==> config.mk <==
export PLATFORM = sky130hd
export DESIGN_NAME = ppu_op_sequencer
export DESIGN_NICKNAME = d
export VERILOG_FILES = /design/src/rtl/ppu_op_sequencer.sv
export SDC_FILE = /design/constraint.sdc
export NUM_CORES = 1
export LEC_CHECK = 0
export ABC_CLOCK_PERIOD_IN_PS = 2700
export CORE_MARGIN = 8
export CORE_UTILIZATION = 55
export DETAILED_ROUTE_END_ITERATION = 10
export PLACE_DENSITY = 0.76
export SLEW_MARGIN = 30
export SYNTH_ARGS = -nofsm -noshare
export SYNTH_HDL_FRONTEND = slang
export SYNTH_SLANG_ARGS = --single-unit
==> constraint.sdc <==
create_clock -name clk -period 2.7 [get_ports clk]
set_input_delay 0.81 -clock clk [delete_from_list [all_inputs] [get_ports clk]]
set_output_delay 0.81 -clock clk [all_outputs]
set_load 0.02 [all_outputs]
==> src/rtl/ppu_op_sequencer.sv <==
// ppu_op_sequencer: in-order issue/complete scoreboard with per-op latency and illegal-op reporting.
// Define FLOAT_CONV_EN to make FLOAT_TO_POSIT/POSIT_TO_FLOAT legal ops with LAT_CONV latency.
module ppu_op_sequencer #(
  parameter int OP_SIZE      = 3,
  parameter int TAG_W        = 4,
  parameter int MAX_INFLIGHT = 4,
  parameter int LAT_ADD      = 2,
  parameter int LAT_MUL      = 2,
  parameter int LAT_DIV      = 3,
  parameter int LAT_CONV     = 2
) (
  input  logic               clk,
  input  logic               rst_n,
  input  logic               in_valid,
  output logic               in_ready,
  input  logic [OP_SIZE-1:0] in_op,
  input  logic [TAG_W-1:0]   in_tag,
  output logic               out_valid,
  input  logic               out_ready,
  output logic [OP_SIZE-1:0] out_op,
  output logic [TAG_W-1:0]   out_tag,
  output logic               out_err,
  output logic               busy
);
  localparam int PW   = $clog2(MAX_INFLIGHT);
  localparam int OW   = $clog2(MAX_INFLIGHT + 1);
  localparam int LM0  = LAT_ADD > LAT_MUL ? LAT_ADD : LAT_MUL;
  localparam int LM1  = LAT_DIV > LAT_CONV ? LAT_DIV : LAT_CONV;
  localparam int LMAX = LM0 > LM1 ? LM0 : LM1;
  localparam int CW   = $clog2(LMAX + 1);

  logic [OP_SIZE-1:0] r_op  [MAX_INFLIGHT];
  logic [TAG_W-1:0]   r_tag [MAX_INFLIGHT];
  logic               r_err [MAX_INFLIGHT];
  logic [CW-1:0]      r_cnt [MAX_INFLIGHT];
  logic [PW-1:0]      r_head, r_tail;
  logic [OW-1:0]      r_occ;

  logic          w_acc, w_ret, w_is_add, w_is_mul, w_is_div, w_is_conv, w_err;
  logic [CW-1:0] w_cnt;
  logic [PW-1:0] w_head_nx, w_tail_nx;

  assign w_is_add = in_op == OP_SIZE'(0) || in_op == OP_SIZE'(1);
  assign w_is_mul = in_op == OP_SIZE'(2);
  assign w_is_div = in_op == OP_SIZE'(3);
`ifdef FLOAT_CONV_EN
  assign w_is_conv = in_op == OP_SIZE'(4) || in_op == OP_SIZE'(5);
`else
  assign w_is_conv = 1'b0;
`endif
  assign w_err = !(w_is_add || w_is_mul || w_is_div || w_is_conv);
  // Stored count is latency-1: the accept edge itself counts as the first cycle.
  assign w_cnt = w_is_add  ? CW'(LAT_ADD - 1)  :
                 w_is_mul  ? CW'(LAT_MUL - 1)  :
                 w_is_div  ? CW'(LAT_DIV - 1)  :
                 w_is_conv ? CW'(LAT_CONV - 1) : '0;

  assign in_ready  = r_occ < OW'(MAX_INFLIGHT);
  assign busy      = r_occ != '0;
  assign out_valid = busy && r_cnt[r_head] == '0;
  assign out_op    = out_valid ? r_op[r_head]  : '0;
  assign out_tag   = out_valid ? r_tag[r_head] : '0;
  assign out_err   = out_valid ? r_err[r_head] : 1'b0;
  assign w_acc     = in_valid && in_ready;
  assign w_ret     = out_valid && out_ready;
  assign w_head_nx = r_head == PW'(MAX_INFLIGHT - 1) ? '0 : r_head + 1'b1;
  assign w_tail_nx = r_tail == PW'(MAX_INFLIGHT - 1) ? '0 : r_tail + 1'b1;

  always_ff @(posedge clk or negedge rst_n) begin
    if (!rst_n) begin
      for (int i = 0; i < MAX_INFLIGHT; i++) begin
        r_op[i]  <= '0;
        r_tag[i] <= '0;
        r_err[i] <= 1'b0;
        r_cnt[i] <= '0;
      end
      r_head <= '0;
      r_tail <= '0;
      r_occ  <= '0;
    end else begin
      for (int i = 0; i < MAX_INFLIGHT; i++)
        r_cnt[i] <= r_cnt[i] != '0 ? r_cnt[i] - 1'b1 : '0;
      if (w_acc) begin
        r_op[r_tail]  <= in_op;
        r_tag[r_tail] <= in_tag;
        r_err[r_tail] <= w_err;
        r_cnt[r_tail] <= w_cnt;
        r_tail        <= w_tail_nx;
      end
      if (w_ret)
        r_head <= w_head_nx;
      r_occ <= r_occ + OW'(w_acc) - OW'(w_ret);
    end
  end
endmodule
Fig. 1: clock wires, drivers and flops
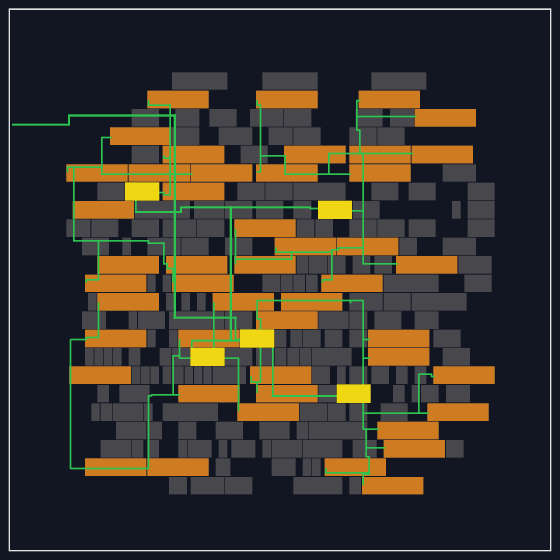
[clock drivers] yellow | count: 5
[clock wires] green | length: 542 um
[flip-flops] orange | count: 47
routed clock nets	6
Clk pwr share: 0.120
clk latency late pin: 0.30 ns
worst clock skew: 0.00931 ns
Clock group: 0.464 mW

Fig. 2: cell outlines without signal wires
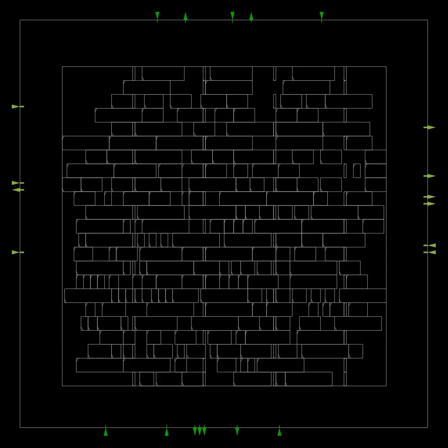
post-layout util: 0.712
flop share of the area: 0.416
filler cell count: 272
core area: 3970 um2

==> flow_summary.ini <==
; physical design summary
[timing]
fin_crit_sh = 1.04
grt_setup_unrepaired = yes
setup_tns_ns = -0.997
tightest_slew_ns = 0.528
setup_viol = 10
fin_ws_ns = -0.116
whs_ns = 0.409
layout_min_cycle_time_ns = 2.82
max_freq_mhz = 355
final-hold-violation-count = 0
slew_headroom = 0.647
maxSlewViolCount = 0

[finish]
drive_above_1_share = 0.412
area_growth_pct = 26.0
buffers = 44
final.clkbuf_count = 7
flops = 47
regArea_um2 = 1180
inv_count = 9
regMostFlops = r_tag
final_cell_mix = dfrtp_1 (47), mux2_2 (24), nand2_1 (21)
comb-cell-share = 0.370
logic_gate_count = 108
largest_reg_flops = 16
top_regs = r_tag x16, r_op x12, r_cnt x8
num-nets-final = 234
clkCellAreaFrac = 0.0367
logic_area_um2 = 1050
diodes = 0

[route]
drc = 0
m1WireLength_mm = 1.98
top_layer = met4
vias = 1477
avgRoutedWirePerCell_um = 18.6
antenna_left = 0
routed_via_density = 5.55
firstDrtPassIters = 4
drt-total-wl_mm = 4.95
drtIter0Drc = 67

[global_route]
grt_pass1_vias = 1699
grt_max_degree = 21
grt_usage = 0.169
gr-usage-met1 = 0.186
met3_usage = 0.0428
grt_pass1_wl_mm = 8.09
antenna_found_initial = 0
gr-total-overflow = 0

[clocking]
postCtsHoldBufs = 0
cts.sinks = 47
cts_buffers = 5
cts_root_buf = clkbuf_8
cts_tree = done
cts.path.max_buffers = 2
clk_pin_slew_ns = 0.09
post_cts_buffers = 5
htreeDepth = 2

[power_and_ir_drop]
netSwitchingPower_mw = 1.37
pwr-share-comb = 0.573
p_leak_nw = 1.32
peakVddDrop_v = 0.000840
power_density_nw_per_um2 = 1370
powerComb_mw = 2.22
total_power_mw = 3.88
internal_power_mw = 2.50
seq_power_share = 0.307
p_sw_frac = 0.354
power_leader = combinational cells
pg_seq_mw = 1.19

[critical_path]
worst_path_largest_cell_delay_ns = 0.41
crit_type = reg2out
critPathBufInv = 2
rr_startpoint = r_head[0]
cp_slowest_cell = or3b_4
cp_common_cell = buf_6
setup.worst_path.start = r_head[0]
path_depth = 6
critPathRequiredTime_ns = 1.89
endpoint = out_op[1]
end_kind = output port
critPathMaxFanout = 4
r2r_cells = 12
path_cells = or3b_4, o311a_4, or3_4, buf_6, nor2b_4, buf_6
cpLargestDelayFamily = simple AND/OR/NAND/NOR gates
cp-start-kind = flop

[die]
floorplan.core_util = 0.565
io_pins = 22
die_area_um2 = 6380
die_h_um = 79.9
die-width_um = 79.9

[logic_synthesis]
common_cells = dfrtp_1 (47), mux2_2 (24), nand2_1 (21)
edf_count = 0
synthesis.area_um2 = 2240
ys_sh_aoi = 0.0340
synth_cell_types = 27
top_area_frac = 0.524
syn_area_per_cell_um2 = 13.0
yosysTopAreaCell = dfrtp_1
synthArstFlopShare = 1.00
yosysWarnings = 0
ys_sh_xor = 0.00781
area_leaders = dfrtp_1 (52%), mux2_2 (12%), mux4_2 (8.0%)
yosysCellCount = 172
yosys.cell_count.top_type = dfrtp_1
netlist_instances = 172
synth_top_flop_cell = dfrtp_1
synthesis.nets = 191
ys_seq_frac = 0.524
ys_sh_mux = 0.211
adder_share = 0.0480

[place]
place_inst = 253
place_congestion = 0.790
port_buffers = 21
pre_cts_slack_ns = -0.387

[outcome]
violations = negative setup slack
status = finished, violations left
Fig. 3: cell classes on the final placement
Bar = 20 um. Fill, decap, tap and diode cells in grey.
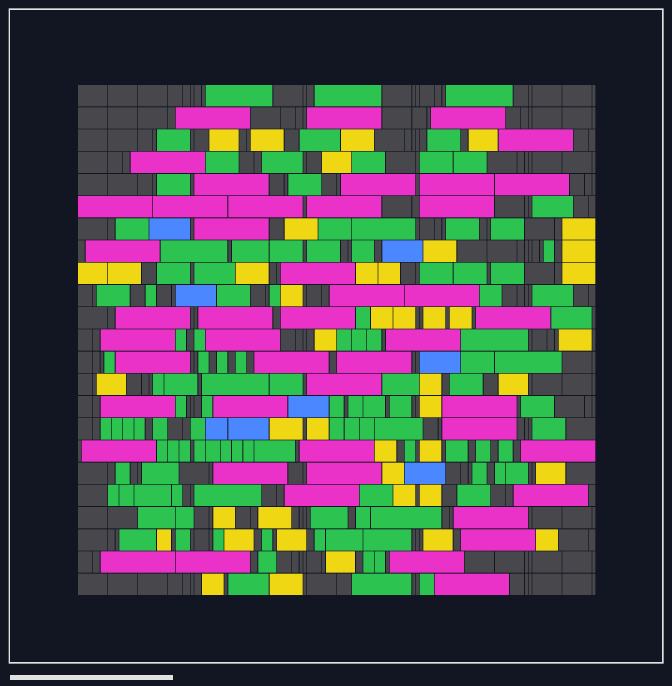
class	colour	cells	share of their area
clock drivers and dummy loads	blue	8	3.8%
remaining buffers and delay cells	yellow	44	15%
sequential cells	magenta	47	43%
combinational and other logic	green	117	39%
final design area excluding fillers: 2830 um2
row count: 23

Power figures rest on the tool's default switching activity, not on a simulated workload.
